`src/rtl/dma_io_channel.sv`:
```
`default_nettype none
// ============================================================================
//  Module   : dma_io_channel
//  Purpose  : Single-channel DMA engine that drains IO device 1 into main
//             memory. On a device request it obtains the bus from the CPU
//             (hold_req/hold_ack), then copies COUNT words from device buffer
//             index SRC.. to memory address DST.., two cycles per word, and
//             finishes with a one-cycle done_irq pulse.
//  Ports    : clk/reset             - clock, synchronous active-high reset
//             cfg_we/addr/wdata     - CPU register writes (0=SRC 1=DST 2=COUNT)
//             cfg_rdata             - combinational register readback (3=STATUS)
//             dreq/dack             - device request / acknowledge
//             hold_req/hold_ack     - bus request / grant handshake with CPU
//             io_index/io_write/io_rdata - device buffer read port
//             mem_addr/wdata/we     - memory write port
//             busy/done_irq         - channel activity / completion pulse
//  Options  : DMA_AUTOINIT_EN - keep shadow copies of SRC/DST/COUNT and
//             reload the working registers on completion.
//  Revision : 1.0 - initial release
// ============================================================================
module dma_io_channel #(
   parameter int ADDR_W = 13,
   parameter int CNT_W  = 9
) (
   input  logic              clk,
   input  logic              reset,
   input  logic              cfg_we,
   input  logic [1:0]        cfg_addr,
   input  logic [31:0]       cfg_wdata,
   output logic [31:0]       cfg_rdata,
   input  logic              dreq,
   output logic              dack,
   output logic              hold_req,
   input  logic              hold_ack,
   output logic [8:0]        io_index,
   output logic              io_write,
   input  logic [31:0]       io_rdata,
   output logic [ADDR_W-1:0] mem_addr,
   output logic [31:0]       mem_wdata,
   output logic              mem_we,
   output logic              busy,
   output logic              done_irq
);

   localparam logic [2:0] S_IDLE  = 3'd0;
   localparam logic [2:0] S_REQ   = 3'd1;
   localparam logic [2:0] S_READ  = 3'd2;
   localparam logic [2:0] S_WRITE = 3'd3;
   localparam logic [2:0] S_DONE  = 3'd4;

   logic [2:0]        state_q, state_d;
   logic [7:0]        src_q,   src_d;
   logic [ADDR_W-1:0] dst_q,   dst_d;
   logic [CNT_W-1:0]  cnt_q,   cnt_d;
   logic [31:0]       data_q,  data_d;
   logic              done_q,  done_d;
   logic              w_cfg_ok;

   // Only the low bits of the write data land in registers.
   logic w_unused_wdata;
   assign w_unused_wdata = &{1'b0, cfg_wdata};

   // Registers are only reprogrammable while the channel is idle.
   assign w_cfg_ok = cfg_we && (state_q == S_IDLE);

`ifdef DMA_AUTOINIT_EN
   logic [7:0]        src_sh_q, src_sh_d;
   logic [ADDR_W-1:0] dst_sh_q, dst_sh_d;
   logic [CNT_W-1:0]  cnt_sh_q, cnt_sh_d;

   always_comb begin
      src_sh_d = src_sh_q;
      dst_sh_d = dst_sh_q;
      cnt_sh_d = cnt_sh_q;
      if (w_cfg_ok) begin
         case (cfg_addr)
            2'd0:    src_sh_d = cfg_wdata[7:0];
            2'd1:    dst_sh_d = cfg_wdata[ADDR_W-1:0];
            2'd2:    cnt_sh_d = cfg_wdata[CNT_W-1:0];
            default: ;
         endcase
      end
   end

   always_ff @(posedge clk) begin
      if (reset) begin
         src_sh_q <= '0;
         dst_sh_q <= '0;
         cnt_sh_q <= '0;
      end else begin
         src_sh_q <= src_sh_d;
         dst_sh_q <= dst_sh_d;
         cnt_sh_q <= cnt_sh_d;
      end
   end
`endif

   always_comb begin
      state_d = state_q;
      src_d   = src_q;
      dst_d   = dst_q;
      cnt_d   = cnt_q;
      data_d  = data_q;
      done_d  = done_q;

      // Any CPU write clears the sticky done flag, even while busy.
      if (cfg_we) done_d = 1'b0;

      if (w_cfg_ok) begin
         case (cfg_addr)
            2'd0:    src_d = cfg_wdata[7:0];
            2'd1:    dst_d = cfg_wdata[ADDR_W-1:0];
            2'd2:    cnt_d = cfg_wdata[CNT_W-1:0];
            default: ;
         endcase
      end

      case (state_q)
         S_IDLE: begin
            // A request with nothing programmed is silently dropped.
            if (dreq && (cnt_q != '0)) state_d = S_REQ;
         end
         S_REQ: begin
            if (hold_ack) state_d = S_READ;
         end
         S_READ: begin
            data_d  = io_rdata;
            state_d = S_WRITE;
         end
         S_WRITE: begin
            src_d = src_q + 8'd1;
            dst_d = dst_q + ADDR_W'(1);
            cnt_d = cnt_q - CNT_W'(1);
            // Grant loss is only honoured between words, so the word in
            // flight always completes before the channel pauses.
            if (cnt_q == CNT_W'(1))  state_d = S_DONE;
            else if (!hold_ack)      state_d = S_REQ;
            else                     state_d = S_READ;
         end
         S_DONE: begin
            done_d  = 1'b1;
            state_d = S_IDLE;
`ifdef DMA_AUTOINIT_EN
            src_d = src_sh_q;
            dst_d = dst_sh_q;
            cnt_d = cnt_sh_q;
`endif
         end
         default: state_d = S_IDLE;
      endcase
   end

   always_ff @(posedge clk) begin
      if (reset) begin
         state_q <= S_IDLE;
         src_q   <= '0;
         dst_q   <= '0;
         cnt_q   <= '0;
         data_q  <= '0;
         done_q  <= 1'b0;
      end else begin
         state_q <= state_d;
         src_q   <= src_d;
         dst_q   <= dst_d;
         cnt_q   <= cnt_d;
         data_q  <= data_d;
         done_q  <= done_d;
      end
   end

   // Bus is kept requested across READ/WRITE so the grant is not bounced
   // between consecutive words.
   assign hold_req  = (state_q == S_REQ) || (state_q == S_READ) || (state_q == S_WRITE);
   assign dack      = (state_q == S_READ);
   assign io_index  = (state_q == S_READ) ? {1'b1, src_q} : 9'd0;
   assign io_write  = 1'b0;
   assign mem_we    = (state_q == S_WRITE);
   assign mem_addr  = (state_q == S_WRITE) ? dst_q  : '0;
   assign mem_wdata = (state_q == S_WRITE) ? data_q : '0;
   assign busy      = (state_q != S_IDLE);
   assign done_irq  = (state_q == S_DONE);

   always_comb begin
      cfg_rdata = 32'd0;
      case (cfg_addr)
         2'd0:    cfg_rdata = {24'd0, src_q};
         2'd1:    cfg_rdata = {{(32-ADDR_W){1'b0}}, dst_q};
         2'd2:    cfg_rdata = {{(32-CNT_W){1'b0}}, cnt_q};
         default: cfg_rdata = {29'd0, dreq, done_q, busy};
      endcase
   end

endmodule
`default_nettype wire

```
`config.mk`:
```
export PLATFORM = sky130hd
export DESIGN_NAME = dma_io_channel
export DESIGN_NICKNAME = d
export VERILOG_FILES = /design/src/rtl/dma_io_channel.sv
export SDC_FILE = /design/constraint.sdc
export NUM_CORES = 1
export LEC_CHECK = 0
export CAP_MARGIN = 20
export CORE_UTILIZATION = 45
export DETAILED_ROUTE_END_ITERATION = 8
export PLACE_DENSITY = 0.92
export SYNTH_ARGS = -nofsm -noshare
export SYNTH_HDL_FRONTEND = slang
export SYNTH_SLANG_ARGS = --single-unit
```
`constraint.sdc`:
```
create_clock -name clk -period 7.2 [get_ports clk]
set_input_delay 2.16 -clock clk [delete_from_list [all_inputs] [get_ports clk]]
set_output_delay 2.16 -clock clk [all_outputs]
set_load 0.02 [all_outputs]
```
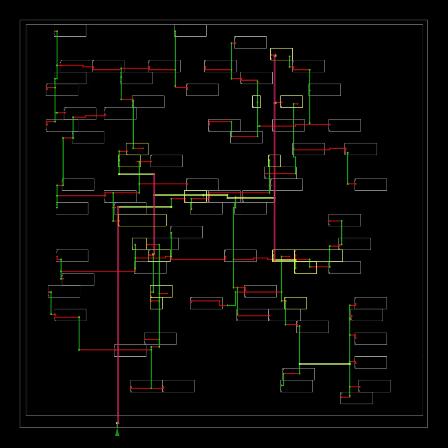
Run 1: clock routing
total CTS buffers: 9
power of the clock network: 357 uW
insertion delay of the later-clocked pin in the worst-skew pair: 0.34 ns
clock skew: 0.0110 ns

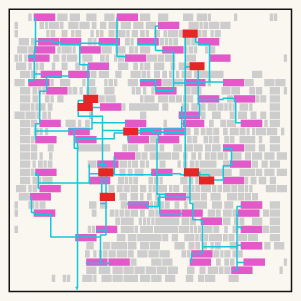
Run 1: clock wires, drivers and flops
Drawn at 3 px/um.
[magenta] flip-flops | count: 66
[red] clock-net drivers | count: 9
[cyan] clock wires | length: 879 um
flops lie: all over the die

==> COMMIT_EDITMSG, run 1 <==
Store results of the implementation flow

- The run finished with clean final reports.
- The most common cell in the synthesized netlist is sky130_fd_sc_hd__nand2_1.
* Number of failing setup endpoints in the final timing report: 0
- Worst reg-to-reg path cell count: 8
- Hold bufs inserted after CTS: 0
- For reference, the final report shows the hold violation count at 0.
- Dominant comb cell: simple AND/OR/NAND/NOR gates
- Registers are responsible for 44.4% of the overall power.
- Critical hold path startpoint: data_q[5]$_SDFFE_PP0N_
* Vias per cell: approximately 5.7
* Worst flop-to-flop path startpoint: state_q[2]$_SDFFE_PP0P_
- Transition time of the tightest slew-check pin: 1.12 ns
- Once routing completed, OpenROAD measured the worst setup slack at 0.706 ns.
- Max power group: sequential cells
- Total congestion overflow: 0
- According to the hold report, the worst path is of the reg -> reg type.
- Yosys reports that the leading cell type by area covers 35.0% of the netlist area.
* Sw Share: 27.4%
* Top library cells by usage in the layout, fill and taps aside: sky130_fd_sc_hd__clkdlybuf4s50_1 (122), sky130_fd_sc_hd__nand2_1 (96), sky130_fd_sc_hd__dfxtp_1 (66)
* Remaining antenna violation count after routing: 0
- Resized Gates After CTS: 0
- Worst hold path endpoint: data_q[5]$_SDFFE_PP0N_
- For this run the detailed placement stage logged an HPWL of ~7.7 mm.
- The worst register-to-register path ends at dst_q[2]$_SDFFE_PP0P_.
- Kind of launch point of the worst setup path: input pin
- Post-layout nets: 670
- By count the netlist is led by sky130_fd_sc_hd__nand2_1 (96), sky130_fd_sc_hd__dfxtp_1 (66), sky130_fd_sc_hd__and2_1 (60), sky130_fd_sc_hd__a21oi_1 (55), sky130_fd_sc_hd__clkbuf_1 (28).
- Clock tree from TritonCTS: yes
- Averaged over all synthesized cells, the footprint is 7.70 um^2.
- For this design the top-level I/O count stands at ~160.
* Yosys Instances: 490
* Largest cells by area: sky130_fd_sc_hd__dfxtp_1 (35%), sky130_fd_sc_hd__and2_1 (10%), sky130_fd_sc_hd__nand2_1 (9.6%)
- Per STA, the highest per-stage delay on the worst path measures approximately 0.76 ns.
- In this run the static leakage power is 0.00185 uW.
* Net Switching: 245 uW
- Cell type of the slowest stage on the worst timing path: sky130_fd_sc_hd__clkdlybuf4s50_1
- Cells on Worst Hold Path: 2
* Period Utilization, post-route: 90.2%
* Total wirelength of the detailed-routed design: about 11 mm
- Basic-gate share of the synthesized area counting and, or, nand and nor cells: 30.2%
- Max-slew headroom: 25.6%
- The worst path needs 6.49 ns of the cycle, external delays included.
* Site row count: 33
- STA classifies the critical path endpoint as an output pin.
* Die X: about 94 um
* Max-cap violation count: 0
* Max Root-Sink Buffers: 2
- The first global-routing pass estimated approximately 17 mm of wire.
* Gpl congestion: roughly 0.89
- The synthesized netlist handed to floorplanning was reported with a cell count of 490.
- The routed design shows a wire length per standard cell of 15.6 um.
* Via count of the routed design: 3997
- VDD IR max: roughly 140 uV
* R2R Setup Slk: 4.36 ns
- Pin count of the biggest net entering global routing: 58
- Iteration tally of the first detailed-router pass: 5
- The final antenna diode tally reported by the flow is 0.
- In this run the full chip footprint comes out at 8750 um^2.
- The count of buffers added on input and output ports is 123.
- Type of the worst setup path: in -> out
* Area growth, synth to finish: 38.4%
* Sequential share of the synthesized area: a little over a third
* Most repeated library cell on the critical path: sky130_fd_sc_hd__clkdlybuf4s50_1
- Sequential logic power: 396 uW
* Portion of total power attributed to the clock network: 40.0%
* Max Transition Viols Final: 0
* AO/OA Area Share: 21.1%
- Antenna violations before repair: 0
* CTS H-Tree Depth: 3
- The tree is rooted in a sky130_fd_sc_hd__clkbuf_8.
* Flip-flops with a built-in enable: 0
- After synthesis the cells add up to 3770 um^2.
- Per the post-place timing report, worst setup slack is 0.772 ns.
- STA puts the critical path data arrival time at 4.33 ns.
- Detailed-route iteration 0 reported a violation count of 266.
* Clock Sinks: 66
- GRT Total Usage: 25.2%
* Pwr/cell area: about 170 nW/um^2
* Log Warnings: 47
* Count of distinct cell types in the synthesized netlist: 54
* Post-synth regs: 66
- Core Region: around 8200 um^2
- Traced cell by cell, the critical path runs through clkdlybuf4s50_1 -> nor2b_1 -> nand2_1 -> o21ai_0 -> clkdlybuf4s50_1.
* Share of power burned in combinational logic: around 16%
* Xor-xnor portion of the synthesized cell area: 0.232%
- The number of setup buffers added after CTS is 0.
- Setup_tns: 0 ns
* Power Internal: ~650 uW
- The critical path contains buffers and inverters numbering 2 combined.
- RSZ-0062 raised after global routing: no
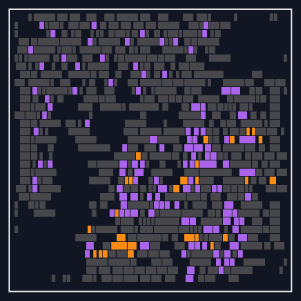
Run 1: gate-type map
Drawn at 3 px/um.
| color | family | cells |
|---|---|---|
| purple | aoi and oai cells | 117 |
| orange | nor cells | 27 |
most numerous logic cell after layout: sky130_fd_sc_hd__clkdlybuf4s50_1
final cell count without fillers: 704
logic share of the area: 42.1%

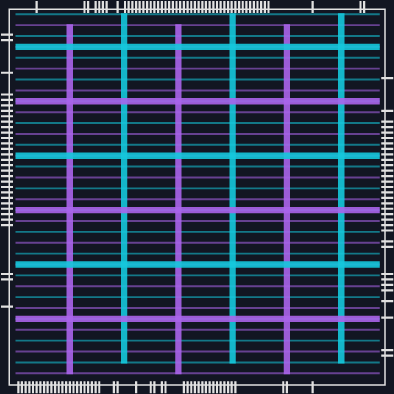
Run 1: floorplan with the power grid
Drawn at 4 px/um. Pins as bars on the die edge.
| color | net |
|---|---|
| cyan | VDD |
| purple | VSS |
met1 rails: 34
signal pins: 163

==> run 1: worst max path at each step <==
| stage | start | slack [ns] | depth (start not counted) | to |
|---|---|---|---|---|
| floorplan | cfg_addr[0] | 1.80 | 2 | cfg_rdata[0] |
| global placement | cfg_addr[1] | 0.79 | 5 | cfg_rdata[6] |
| detailed placement | cfg_addr[1] | 0.77 | 5 | cfg_rdata[6] |
| CTS | cfg_addr[1] | 0.76 | 5 | cfg_rdata[6] |
| global route | cfg_addr[1] | 0.57 | 5 | cfg_rdata[6] |
| finish | cfg_addr[1] | 0.71 | 5 | cfg_rdata[6] |
==> run 1: cell families after synthesis <==
group,Yosys count
buffers and inverters,63
flip-flops,66
other,1
AND/OR/NAND/NOR,221
multiplexers,8
XOR/XNOR,1
AND-OR/OR-AND,125
adder cells (fa/ha/maj),5
==> run 1: registers in the layout (all words and copies together), names as in the netlist <==
name / count
state_q: 3
src_q: 8
dst_q: 13
data_q: 32
cnt_q: 9
done_q: 1
==> run 1: per-layer routing <==
metal  track usage, %  vias to the layer above  wire length [um]
li1                 -                     1878                 -
met1             30.5                     1833              4120
met2             42.0                      236              5370
met3             3.74                       50              1020
met4             14.9                        0               477
met5                0                        -                 0
==> run 1: cell type report <==
cell class	count	area, um^2
clock buffers	10	138
well taps	105	131
multi-input cells	380	2200
clock inverters	6	88.8
inverters	8	30.0
fillers	682	2960
repair buffers	129	1310
flip-flops and latches	66	1320
==> run 1: stage by stage <==
stage                     std cells  hold slack (ns)  power (uW)  utilization [%]  area [um^2]
after floorplan                 509            0.432         487                -         3840
after global placement          686            0.437         534             60.4         4940
after detailed placement        688            0.442         541             61.1         4990
after CTS                       704            0.453         899             63.9         5220
after global routing            704            0.469         928             63.9         5220
final                           704            0.451         892             63.9         5220
Run 1, signal wires by layer:
Drawn at 4 px/um.
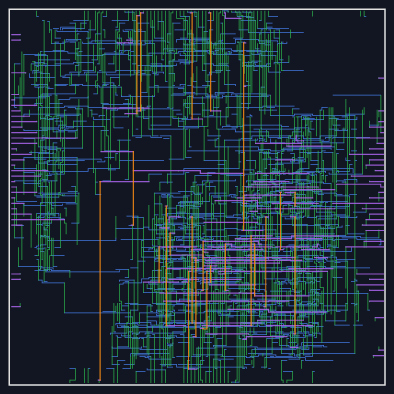

==> run 1 -> run 2 <==
--- a/config.mk
+++ b/config.mk
@@ -6,6 +6,7 @@
 export NUM_CORES = 1
 export LEC_CHECK = 0
 export CAP_MARGIN = 20
+export CORE_MARGIN = 2
 export CORE_UTILIZATION = 45
 export DETAILED_ROUTE_END_ITERATION = 8
 export PLACE_DENSITY = 0.92
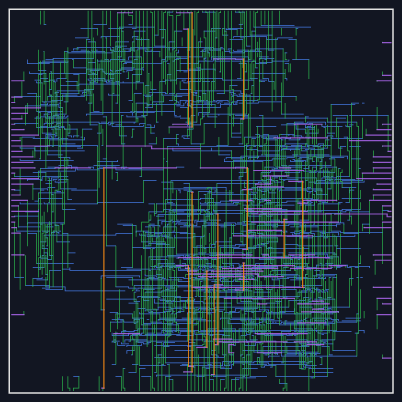
Run 2: signal wires by layer
Drawn at 4 px/um.
| color | layer | wire length |
|---|---|---|
| orange | M4 | 330 um |
| green | M2 | 5750 um |
| blue | M1 | 4520 um |
| purple | M3 | 795 um |

==> run 2 against run 1 <==
Sequential share of layout area up 0.15 points. Count of clock-buffer cells in the layout is the same. Combinational power about the same. First-iteration DRC count grew 51%. Setup slack lost 0.030 ns. Routed wire length up 3.7%. Critical path type unchanged. Critical endpoint is now cfg_rdata[8]. Utilization is 0.38 points lower. Die size grew 4.3%. Total power decreased by 4.4%. Cell count decreased by 0.14%.
==> COMMIT_EDITMSG, run 2 <==
Store results of the implementation flow

* Run status: finished clean
- The number of nets in the finished design was 669 (-0.15%).
- The time the final worst path needs with I/O delays and setup was 6.52 ns (+0.0300 ns).
- The fraction of power consumed by sequential logic is 46.5% (+2.1 points).
- The launch point of the critical path was reported as cfg_addr[0].
* Critical hold path startpoint: data_q[11]$_SDFFE_PP0N_
- List of cells traversed by the critical path: clkdlybuf4s50_1 -> nor2b_1 -> a22o_1 -> clkdlybuf4s50_1
* Hold bufs inserted after CTS: 0 (unchanged)
- Per the cell usage report, the commonest logic cells after layout are sky130_fd_sc_hd__clkdlybuf4s50_1 (122), sky130_fd_sc_hd__nand2_1 (96), sky130_fd_sc_hd__dfxtp_1 (66).
- The global-route wire length before repair came to 17.6 mm (+0.99%).
- The share of the cycle needed by the critical path after routing was 90.6% (+0.42 points).
* Number of buffers and inverters on the critical path: 2 (unchanged)
- The area fraction in compound gates came to 21.1% (unchanged).
- Max-cap violation count: 0 (unchanged)
- Routed wirelength normalized by instance count: 16.2 um (+3.8%)
- The transition time at the pin with the least slew margin is 1.10 ns (-0.0166 ns).
- The leftover overflow at the end of global routing came to 0 (unchanged).
* CTS H-Tree Depth: 3 (unchanged)
* Flip-flop count of the largest register after layout: 32 (unchanged)
- Total wirelength of the detailed-routed design: 11.4 mm (+3.7%)
* Portion of total power attributed to the clock network: 37.3% (-2.7 points)
* Post-placement cell area: 4990 um^2 (-0.15%)
- Via count of the routed design: 3971 (-0.65%)
* Netlist area before placement: 3770 um^2 (unchanged)
- Worst flop-to-flop path startpoint: state_q[2]$_SDFFE_PP0P_
- Post-synth regs: 66 (unchanged)
* Pwr/cell area: 164 nW/um^2 (-3.8%)
- Remaining antenna violation count after routing: 0 (unchanged)
* Kind of launch point of the worst setup path: input pin
* Yosys top cell by instances: sky130_fd_sc_hd__nand2_1
* List of most frequent post-synthesis cells: sky130_fd_sc_hd__nand2_1 (96), sky130_fd_sc_hd__dfxtp_1 (66), sky130_fd_sc_hd__and2_1 (60), sky130_fd_sc_hd__a21oi_1 (55), sky130_fd_sc_hd__clkbuf_1 (28)
* Log Warnings: 47 (unchanged)
* Total power: 853 uW (-4.4%)
- The final hold violation count came to 0 (unchanged).
* Most congested layer reported by global routing: met2
* Largest cells by area: sky130_fd_sc_hd__dfxtp_1 (35%), sky130_fd_sc_hd__and2_1 (10%), sky130_fd_sc_hd__nand2_1 (9.6%)
* Global-route track usage on met1: 29.9% (-0.60 points)
* GRT Total Usage: 24.7% (-0.49 points)
- Post-route standard cell area excluding fillers: 5190 um^2 (-0.60%)
- Insertion delay of the later-clocked pin in the worst-skew pair: 0.34 ns (about the same)
- Most repeated library cell on the critical path: sky130_fd_sc_hd__clkdlybuf4s50_1
- The share of the synthesized area in the top cell type came to 35.0% (unchanged).
* GR Util met2: 41.6% (-0.43 points)
* Type of the worst setup path: in -> out
- Antenna violations before repair: 0 (unchanged)
- CTS root buf: sky130_fd_sc_hd__clkbuf_8
- Count of input and output buffers: 123 (unchanged)
- The largest registers in the layout are data_q: 32 flops, dst_q: 13 flops, cnt_q: 9 flops.
* Dominant comb cell: simple AND/OR/NAND/NOR gates
* Worst min path class: reg -> reg
* Final cell count without fillers: 703 (-0.14%)
* Most numerous logic cell after layout: sky130_fd_sc_hd__clkdlybuf4s50_1
* Type of element capturing the critical path: output pin
- Clock tree from TritonCTS: yes
- The number of detailed-routing iterations run before antenna repair came to 5 (unchanged).
- The area enclosed by the die boundary was 9130 um^2 (+4.3%).
- The number of instances in the synthesized netlist is 490 (unchanged).
- The register share after synthesis was 35.0% (unchanged).
- Max Root-Sink Buffers: 2 (unchanged)
- The number of cells in Yosys stat was 490 (unchanged).
- The estimated wirelength of the detail-placed design is 8.02 mm (+4.7%).
## run 2: cell counts after synthesis
No cell type changed its count.
## run 2: final cells by class
cell class | instances | area [um^2]
Clock inverter | 6 | 65.1
Multi-Input combinational cell | 380 | 2200
Sequential cell | 66 | 1320
Fill cell | 711 | 2990
Clock buffer | 10 | 138
Tap cell | 105 | 131
Inverter | 8 | 30.0
Timing Repair Buffer | 128 | 1300
## run 2: worst paths after layout
path	end	slack, ns	cells past startpoint
max	cfg_rdata[8]	0.68	4
min reg2reg	data_q[11]$_SDFFE_PP0N_	0.45	2
max reg2reg	dst_q[2]$_SDFFE_PP0P_	4.68	7
min	data_q[11]$_SDFFE_PP0N_	0.45	2
## run 2: per-layer routing
metal / routed length (um) / share of wire, % / vias to the layer above
met5: 0 / 0 / -
met4: 329 / 2.9 / 0
met3: 795 / 7.0 / 29
met2: 5750 / 50 / 190
met1: 4520 / 40 / 1875
li1: - / - / 1877
## run 2: metrics by stage
stage	setup slack (ns)	hold WS, ns
final	0.676	0.451
after global routing	0.539	0.477
after CTS	0.706	0.455
after detailed placement	0.705	0.444
after global placement	0.707	0.437
after floorplan	1.80	0.432
## run 2: kinds of logic after synthesis
kind of cell    after synthesis
compound gates              125
xor+xnor                      1
fa+ha+maj                     5
buf+inv                      63
flops                        66
mux                           8
other cells                   1
simple gates                221
## run 2: power by group through the flow
stage | clock, uW | combinational (uW) | sequential (uW)
6_report | 318 | 139 | 396
5_1_grt | 342 | 149 | 398
4_1_cts | 325 | 137 | 395
3_5_place_dp | 0 | 136 | 404
3_3_place_gp | 0 | 131 | 403
2_1_floorplan | 0 | 90.5 | 396
Power figures rest on the tool's default switching activity, not on a simulated workload.
